run_1/sizes.png
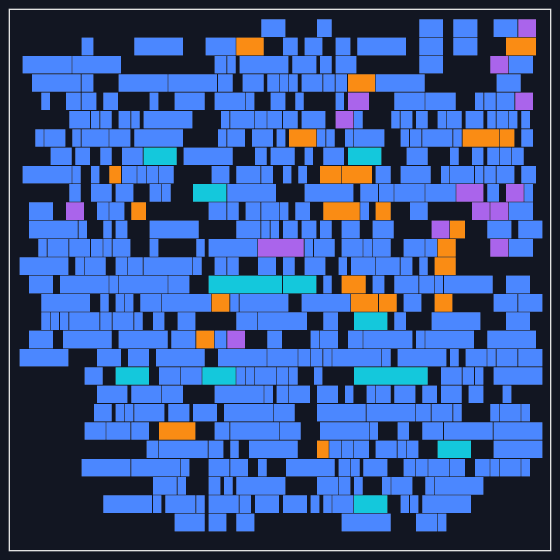
run_1/clk_routes.png
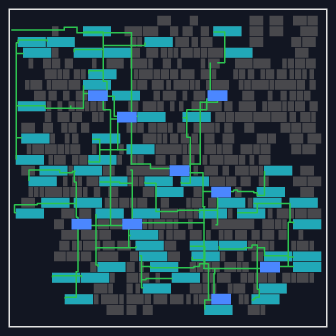
run_1/congestion.png
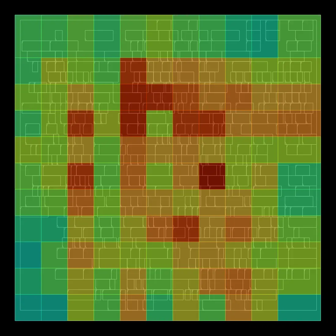
$ cat src/rtl/motor_pkg.sv
`default_nettype none
// +------------------------------------------------------------------+
// | Module   : motor_pkg                                             |
// | Purpose  : Shared types and constants for the motor sequencer:   |
// |            FSM states, duty targets, L298 pin encodings and a    |
// |            one-step ramp helper.                                 |
// | Revision : 1.0 - initial release                                 |
// +------------------------------------------------------------------+
package motor_pkg;

  typedef enum logic [2:0] {
    IDLE  = 3'd0,
    DRIVE = 3'd1,
    STOP  = 3'd2,
    DEAD  = 3'd3,
    FAULT = 3'd4
  } state_t;

  localparam logic [6:0] DUTY_100 = 7'd100;
  localparam logic [6:0] DUTY_75  = 7'd75;
  localparam logic [6:0] DUTY_50  = 7'd50;
  localparam logic [6:0] DUTY_25  = 7'd25;
  localparam logic [6:0] DUTY_0   = 7'd0;

  // Direction flag: 0 = forward, 1 = reverse
  localparam logic DIR_FWD = 1'b0;
  localparam logic DIR_REV = 1'b1;

  // Pin vectors ordered {in1_a, in2_a, in1_b, in2_b}
  localparam logic [3:0] PINS_FWD   = 4'b1001;
  localparam logic [3:0] PINS_REV   = 4'b0110;
  localparam logic [3:0] PINS_COAST = 4'b0000;

  // Move the duty one unit toward the target; targets never exceed 100,
  // so the result stays inside 0..100.
  function automatic logic [6:0] ramp_step(input logic [6:0] cur, input logic [6:0] tgt);
    if (cur < tgt)      return cur + 7'd1;
    else if (cur > tgt) return cur - 7'd1;
    else                return cur;
  endfunction

endpackage : motor_pkg
`default_nettype wire

$ cat src/rtl/oc_filter.sv
`default_nettype none
// +------------------------------------------------------------------+
// | Module   : oc_filter                                             |
// | Purpose  : Consecutive-sample glitch filter for one overcurrent  |
// |            sense input. Raises trip once OC_FILTER highs in a    |
// |            row have been seen.                                   |
// | Revision : 1.0 - initial release                                 |
// +------------------------------------------------------------------+
module oc_filter #(
  parameter int OC_FILTER = 9
) (
  input  logic clk,
  input  logic rst,
  input  logic oc_in,
  output logic trip
);

  localparam int CW = $clog2(OC_FILTER + 1);

  logic [CW-1:0] cnt;

  // Count consecutive high samples, clear on any low, saturate at OC_FILTER
  always_ff @(posedge clk) begin
    if (rst)                         cnt <= '0;
    else if (!oc_in)                 cnt <= '0;
    else if (cnt != CW'(OC_FILTER))  cnt <= cnt + CW'(1);
  end

  // Look-ahead: trip is high in the cycle whose edge registers the
  // OC_FILTER-th high, so the sequencer can enter FAULT on that same edge.
  assign trip = oc_in && (cnt >= CW'(OC_FILTER - 1));

endmodule : oc_filter
`default_nettype wire

$ cat src/rtl/motor_drive_sequencer.sv
`default_nettype none
// +------------------------------------------------------------------+
// | Module   : motor_drive_sequencer                                 |
// | Purpose  : Switch-to-PWM command sequencer with duty ramping,    |
// |            reversal dead time and latched overcurrent fault.     |
// | Options  : MOTOR_AUTO_RETRY_EN - timed fault auto-retry; when    |
// |            undefined the fault clears on sw==0 with no trip.     |
// | Revision : 1.0 - initial release                                 |
// +------------------------------------------------------------------+
module motor_drive_sequencer
  import motor_pkg::*;
#(
  parameter int RAMP_DIV     = 100000,
  parameter int DEADTIME_CYC = 1000000,
  parameter int OC_FILTER    = 9,
  parameter int RETRY_CYC    = 50000000
) (
  input  logic       clk,
  input  logic       rst,
  input  logic [7:0] sw,
  input  logic       oc_a,
  input  logic       oc_b,
  output logic [6:0] duty,
  output logic       in1_a,
  output logic       in2_a,
  output logic       in1_b,
  output logic       in2_b,
  output logic       fault,
  output logic [2:0] state
);

  localparam int PW = $clog2(RAMP_DIV + 1);
  localparam int DW = $clog2(DEADTIME_CYC + 1);

  logic          trip_a, trip_b, trip_any;
  logic [6:0]    req_duty;
  logic          req_dir;
  logic [PW-1:0] presc;
  logic          tick;

  state_t        state_q, state_d;
  logic [6:0]    duty_q, duty_d;
  logic          dir_cur, dir_d;
  logic [DW-1:0] dead_cnt, dead_d;
  logic [3:0]    pins_q, pins_d;
  logic          fault_q;

`ifdef MOTOR_AUTO_RETRY_EN
  localparam int RW = $clog2(RETRY_CYC + 1);
  logic [RW-1:0] retry_cnt, retry_d;
`endif

  oc_filter #(.OC_FILTER(OC_FILTER)) u_oc_a (.clk(clk), .rst(rst), .oc_in(oc_a), .trip(trip_a));
  oc_filter #(.OC_FILTER(OC_FILTER)) u_oc_b (.clk(clk), .rst(rst), .oc_in(oc_b), .trip(trip_b));

  assign trip_any = trip_a | trip_b;

  // Resolve switches: lowest asserted index wins
  always_comb begin
    req_duty = DUTY_0;
    req_dir  = DIR_FWD;
    if      (sw[0]) begin req_duty = DUTY_100; req_dir = DIR_FWD; end
    else if (sw[1]) begin req_duty = DUTY_75;  req_dir = DIR_FWD; end
    else if (sw[2]) begin req_duty = DUTY_50;  req_dir = DIR_FWD; end
    else if (sw[3]) begin req_duty = DUTY_25;  req_dir = DIR_FWD; end
    else if (sw[4]) begin req_duty = DUTY_100; req_dir = DIR_REV; end
    else if (sw[5]) begin req_duty = DUTY_75;  req_dir = DIR_REV; end
    else if (sw[6]) begin req_duty = DUTY_50;  req_dir = DIR_REV; end
    else if (sw[7]) begin req_duty = DUTY_25;  req_dir = DIR_REV; end
  end

  // Free-running ramp prescaler
  always_ff @(posedge clk) begin
    if (rst || tick) presc <= '0;
    else             presc <= presc + PW'(1);
  end

  assign tick = (presc == PW'(RAMP_DIV - 1));

  // Next-state, duty and counter logic; a trip overrides everything
  always_comb begin
    state_d = state_q;
    duty_d  = duty_q;
    dir_d   = dir_cur;
    dead_d  = '0;
`ifdef MOTOR_AUTO_RETRY_EN
    retry_d = '0;
`endif
    case (state_q)
      IDLE: begin
        duty_d = DUTY_0;
        if (req_duty != DUTY_0) begin
          dir_d   = req_dir;
          state_d = DRIVE;
        end
      end
      DRIVE: begin
        if (tick) duty_d = ramp_step(duty_q, (req_dir == dir_cur) ? req_duty : DUTY_0);
        if (req_duty != DUTY_0 && req_dir != dir_cur) state_d = STOP;
        else if (req_duty == DUTY_0 && duty_q == DUTY_0) state_d = IDLE;
      end
      STOP: begin
        if (tick) duty_d = ramp_step(duty_q, DUTY_0);
        if (duty_q == DUTY_0) state_d = DEAD;
      end
      DEAD: begin
        duty_d = DUTY_0;
        if (dead_cnt == DW'(DEADTIME_CYC - 1)) begin
          if (req_duty != DUTY_0) begin
            dir_d   = req_dir;
            state_d = DRIVE;
          end else begin
            state_d = IDLE;
          end
        end else begin
          dead_d = dead_cnt + DW'(1);
        end
      end
      FAULT: begin
        duty_d = DUTY_0;
`ifdef MOTOR_AUTO_RETRY_EN
        if (retry_cnt == RW'(RETRY_CYC - 1)) state_d = IDLE;
        else                                 retry_d = retry_cnt + RW'(1);
`else
        if (sw == 8'd0) state_d = IDLE;
`endif
      end
      default: begin
        state_d = IDLE;
        duty_d  = DUTY_0;
      end
    endcase
    if (trip_any) begin
      state_d = FAULT;
      duty_d  = DUTY_0;
      dead_d  = '0;
`ifdef MOTOR_AUTO_RETRY_EN
      retry_d = '0;
`endif
    end
  end

  // Pins are decoded from the next state so they change on the same edge as state
  always_comb begin
    pins_d = PINS_COAST;
    if (state_d == DRIVE || state_d == STOP) pins_d = (dir_d == DIR_REV) ? PINS_REV : PINS_FWD;
  end

  // State and output registers
  always_ff @(posedge clk) begin
    if (rst) begin
      state_q  <= IDLE;
      duty_q   <= DUTY_0;
      dir_cur  <= DIR_FWD;
      dead_cnt <= '0;
      pins_q   <= PINS_COAST;
      fault_q  <= 1'b0;
`ifdef MOTOR_AUTO_RETRY_EN
      retry_cnt <= '0;
`endif
    end else begin
      state_q  <= state_d;
      duty_q   <= duty_d;
      dir_cur  <= dir_d;
      dead_cnt <= dead_d;
      pins_q   <= pins_d;
      fault_q  <= (state_d == FAULT);
`ifdef MOTOR_AUTO_RETRY_EN
      retry_cnt <= retry_d;
`endif
    end
  end

  assign duty  = duty_q;
  assign in1_a = pins_q[3];
  assign in2_a = pins_q[2];
  assign in1_b = pins_q[1];
  assign in2_b = pins_q[0];
  assign fault = fault_q;
  assign state = state_q;

endmodule : motor_drive_sequencer
`default_nettype wire

$ cat config.mk
export PLATFORM = sky130hd
export DESIGN_NAME = motor_drive_sequencer
export DESIGN_NICKNAME = d
export VERILOG_FILES = /design/src/rtl/motor_pkg.sv /design/src/rtl/oc_filter.sv /design/src/rtl/motor_drive_sequencer.sv
export SDC_FILE = /design/constraint.sdc
export NUM_CORES = 1
export LEC_CHECK = 0
export CORE_UTILIZATION = 55
export CTS_CLUSTER_DIAMETER = 60
export DETAILED_ROUTE_END_ITERATION = 8
export PLACE_DENSITY_LB_ADDON = 0.2
export SLEW_MARGIN = 25
export SYNTH_ARGS = -nofsm -noshare
export SYNTH_HDL_FRONTEND = slang
export SYNTH_HIERARCHICAL = 1
export SYNTH_SLANG_ARGS = --single-unit
$ cat constraint.sdc
create_clock -name clk -period 4.25 [get_ports clk]
set_input_delay 0.85 -clock clk [delete_from_list [all_inputs] [get_ports clk]]
set_output_delay 0.85 -clock clk [all_outputs]
set_load 0.02 [all_outputs]
==> impl_metrics.yaml, run 1 <==
# implementation run metrics
routing:
  avgViaCountPerCell: 5.69
  drt-total-wl_um: 7270
  dr.pass1.iters: 4
  routedWlPerCell_um: 14.1
  wl_met1_um: 3430
power:
  sw_frac_of_total_pct: 25.1
  p_clk_uw: 544
  power_frac_clock_pct: 42.3
  powerDensity_nw_per_um2: 324
  power_mw: 1.29
setup_path:
  setup.worst_path.start: "sw[4]"
  cp_top_family: "simple AND/OR/NAND/NOR gates"
  reg2reg_slack_ns: 1.36
  crit_slowest_cell: "or4_4"
  worst-path-max-fanout: 6
  worstSetupPathDepth: 12
  cp.required_ns: 4.52
run_status:
  outcome: "finished, final reports clean"
synthesis:
  synth.yosys.num_cells: 397
  ys_sh_xor_pct: 8.33
  synth-edff-count: 0
  synth_area_um2: 3360
  adder_share_pct: 6.69
  ff_type: "dfxtp_1"
  ys_async_sr_fraction_pct: 0
  syn_nets: 427
  ys_types: 68
  ys.flops: 59
  yosysWarnings: 6
worst_hold_path:
  worstHoldPathCells: 1
  hold_end: "dead_cnt[0]"
  min_path_type: "reg -> reg"
global_route:
  grt_pass1_wl_um: 12000
  grt_pass1_vias: 2714
die:
  row_count: 28
  die_width_um: 80.2
  core-area_um2: 5920
clock_network:
  hold_buffers: 0
  post_cts_resized: 0
  numCtsBuffers: 9
  clk_path_buf_depth: 2
  cts.sinks: 59
  post_cts_buffers: 0
  clk_latency_ns: 0.33
  htree_num_levels: 3
layout:
  lay_top_count: "dfxtp_1"
  comb-cell-share_pct: 52.6
  nets: 467
  seq_cell_count: 59
  comb_area_um2: 2090
  regMostFlops: "dead_cnt"
  num_antenna_cells: 0
  fin_cells: 516
  sh_seq_area_pct: 29.8
placed_design:
  dp_cells: 501
  place.gp.congestion: 0.791
timing:
  fin_crit_sh_pct: 95.3
  setup_viol: 0
  final_hold_viol_count: 0
run:
  openroad.warnings: 34
## Picture notes: sizes.png
Key: _0 and _1 cells = blue [cells 393, share 89%]; _2 cells = orange [cells 23, share 5.2%]; _3 and _4 cells = purple [cells 14, share 3.2%]; _6 and larger = cyan [cells 11, share 2.5%]

## Picture notes: clk_routes.png
Key: flip-flops = cyan [count 59]; clock wires = green [length 785 um]; clock drivers = blue [count 9]
Position of the flops: spread over the die. There are 10 routed clock nets.

## Picture notes: congestion.png
Core Util, Final: 67.0%
met3 usage: 6.36%
global-route usage over all layers: 23.9%
met2 track demand over resource: 41.7%

==> run 2, diff against run 1 <==
Settings changed: SLEW_MARGIN 25 to default.
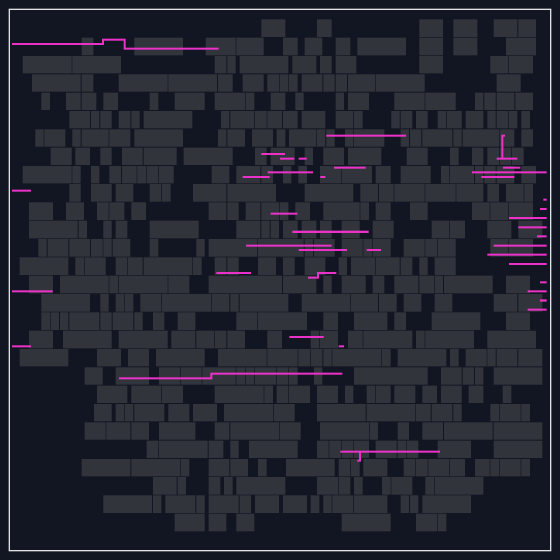
run_2/layer_met3.png
Cells faint in the background.
The longest straight run is 19.3 um. 33 nets have wire on it. The layer carries 239 um of wire.
via count: 2934
Post-Route WL: 7270 um

==> run 2 against run 1 <==
Compared with the run above: largest cell class unchanged; combinational power about the same; highest routed layer unchanged; sequential share of layout area did not move; flip-flop count did not move; utilization did not move; synthesized area is the same; register-to-register slack barely moved; global-route usage stayed put; setup slack is the same.
==> impl_metrics.yaml, run 2 <==
# implementation run metrics
run:
  openroad.warnings: 34
synthesis:
  synth_area_um2: 3360
  ys.flops: 59
  yosysWarnings: 6
  synth-edff-count: 0
  ys_sh_xor_pct: 8.33
  ff_type: "dfxtp_1"
  synth.yosys.num_cells: 397
  syn_nets: 427
  ys_async_sr_fraction_pct: 0
global_route:
  grt_pass1_wl_um: 12000
  met3_usage_pct: 6.36
  grt_use_total_pct: 23.9
timing:
  final_hold_viol_count: 0
power:
  powerDensity_nw_per_um2: 324
  p_clk_uw: 544
  power_mw: 1.29
  power_frac_clock_pct: 42.3
worst_hold_path:
  min_path_type: "reg -> reg"
  hold_end: "dead_cnt[0]"
die:
  row_count: 28
  core-area_um2: 5920
layout:
  comb_area_um2: 2090
  sh_seq_area_pct: 29.8
  num_antenna_cells: 0
  final_util_pct: 67.0
  fin_cells: 516
  comb-cell-share_pct: 52.6
clock_network:
  post_cts_buffers: 0
  htree_num_levels: 3
  cts.sinks: 59
  clk_path_buf_depth: 2
  post_cts_resized: 0
routing:
  dr.pass1.iters: 4
  avgViaCountPerCell: 5.69
  routedWlPerCell_um: 14.1
run_status:
  outcome: "finished, final reports clean"
setup_path:
  setup.worst_path.start: "sw[4]"
  worst-path-max-fanout: 6
  crit_slowest_cell: "or4_4"
  worstSetupPathDepth: 12
  cp.required_ns: 4.52
placed_design:
  place.gp.congestion: 0.791
run_2/congestion.png
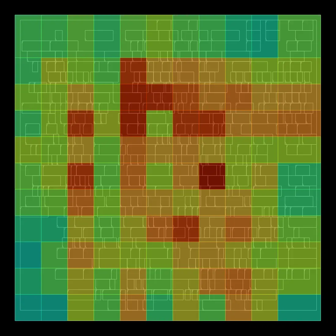

==> run 3, diff against run 2 <==
Settings changed: CORE_UTILIZATION 55 to 53.
Clock period 4.25 ns to 3.6 ns, I/O delays scaled along.
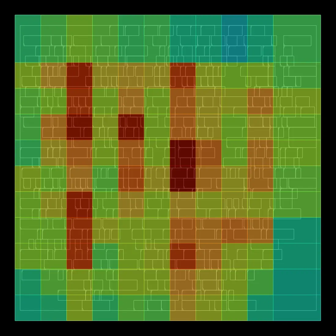
run_3/congestion.png
met2 track demand over resource: 41.1%
global-route usage over all layers: 24.0%
met1 Track Usage GR: 28.2%

==> run 3 against run 2 <==
Compared with the run above: critical path depth unchanged; count of clock-buffer cells in the layout increased by 4; global-route usage about the same; via count increased by 1.6%; sequential share of layout area decreased by 0.93 points; utilization increased by 0.95 points; final area increased by 3.2%; largest cell class unchanged.
==> impl_metrics.yaml, run 3 <==
# implementation run metrics
layout:
  nets: 478
  sh_seq_area_pct: 28.8
  lay_top_count: "dfxtp_1"
  fin_cells: 528
  comb-cell-share_pct: 52.4
  seq_cell_count: 59
  comb_area_um2: 2140
  nNonClkBuffers: 48
  inverters: 15
  num_antenna_cells: 0
  regMostFlops: "dead_cnt"
routing:
  antenna_left: 0
  via_count: 2980
  routedWlPerCell_um: 13.8
  drt-total-wl_um: 7260
  wl_met1_um: 3340
  dr.pass1.iters: 4
  avgViaCountPerCell: 5.64
synthesis:
  top_cells_by_count: "59 x dfxtp_1, 59 x nor2_1, 31 x nand2_1"
  synth.yosys.num_cells: 397
  yosysWarnings: 6
  ys_types: 68
  netlist_instances: 397
  synth_area_um2: 3360
  ys_sh_xor_pct: 8.33
  syn_nets: 427
  area_leaders: "dfxtp_1 35%, ha_1 6.7%, nor2_1 6.6%"
  ys_async_sr_fraction_pct: 0
  synth-edff-count: 0
  ys.flops: 59
  ff_type: "dfxtp_1"
timing:
  setup_viol: 0
  final_hold_viol_count: 0
  timing.hold.ws_ns: 0.466
clock_network:
  clk_latency_ns: 0.33
  hold_buffers: 0
  post_cts_resized: 10
  numCtsBuffers: 9
  post_cts_buffers: 2
  clk_path_buf_depth: 2
  cts.sinks: 59
  htree_num_levels: 3
worst_hold_path:
  hold_end: "dead_cnt[0]"
  worstHoldPathCells: 1
  min_path_type: "reg -> reg"
global_route:
  grt_pass1_vias: 2806
  met3_usage_pct: 6.22
power:
  sw_frac_of_total_pct: 25.5
  power_frac_clock_pct: 39.5
  powerDensity_nw_per_um2: 362
die:
  row_count: 28
  die_width_um: 81.7
  core-area_um2: 6030
setup_path:
  reg2reg_slack_ns: 1.00
  crit_arrival_ns: 3.69
  worst-path-max-fanout: 12
  cp.required_ns: 3.83
  worstSetupPathDepth: 12
  setup.worst_path.start: "sw[6]"
placed_design:
  place.gp.congestion: 0.838
  dp_cells: 510
run:
  openroad.warnings: 34
run_status:
  outcome: "finished, final reports clean"

==> screenshots <==
Selected gate families.
Scale bar: 20 um.
shot_01.png
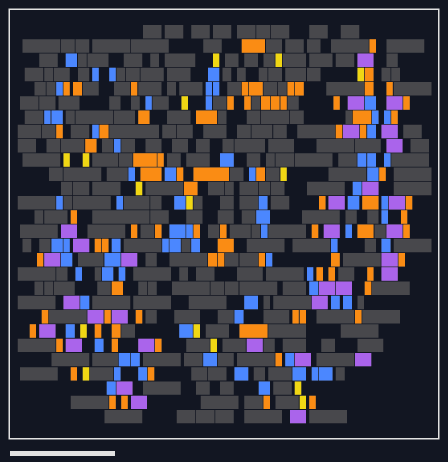
shot_02.png
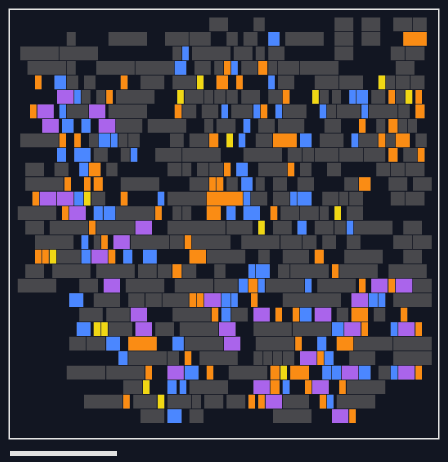
- run 3 = shot_01.png
- run 2 = shot_02.png

Key to shot_01.png:
Key: nand cells = blue [cells 74, where spread over the die]; xor and xnor cells = purple [cells 32]; inv cells = yellow [cells 15]; nor cells = orange [cells 82]

Power and IR drop assume default switching activity.
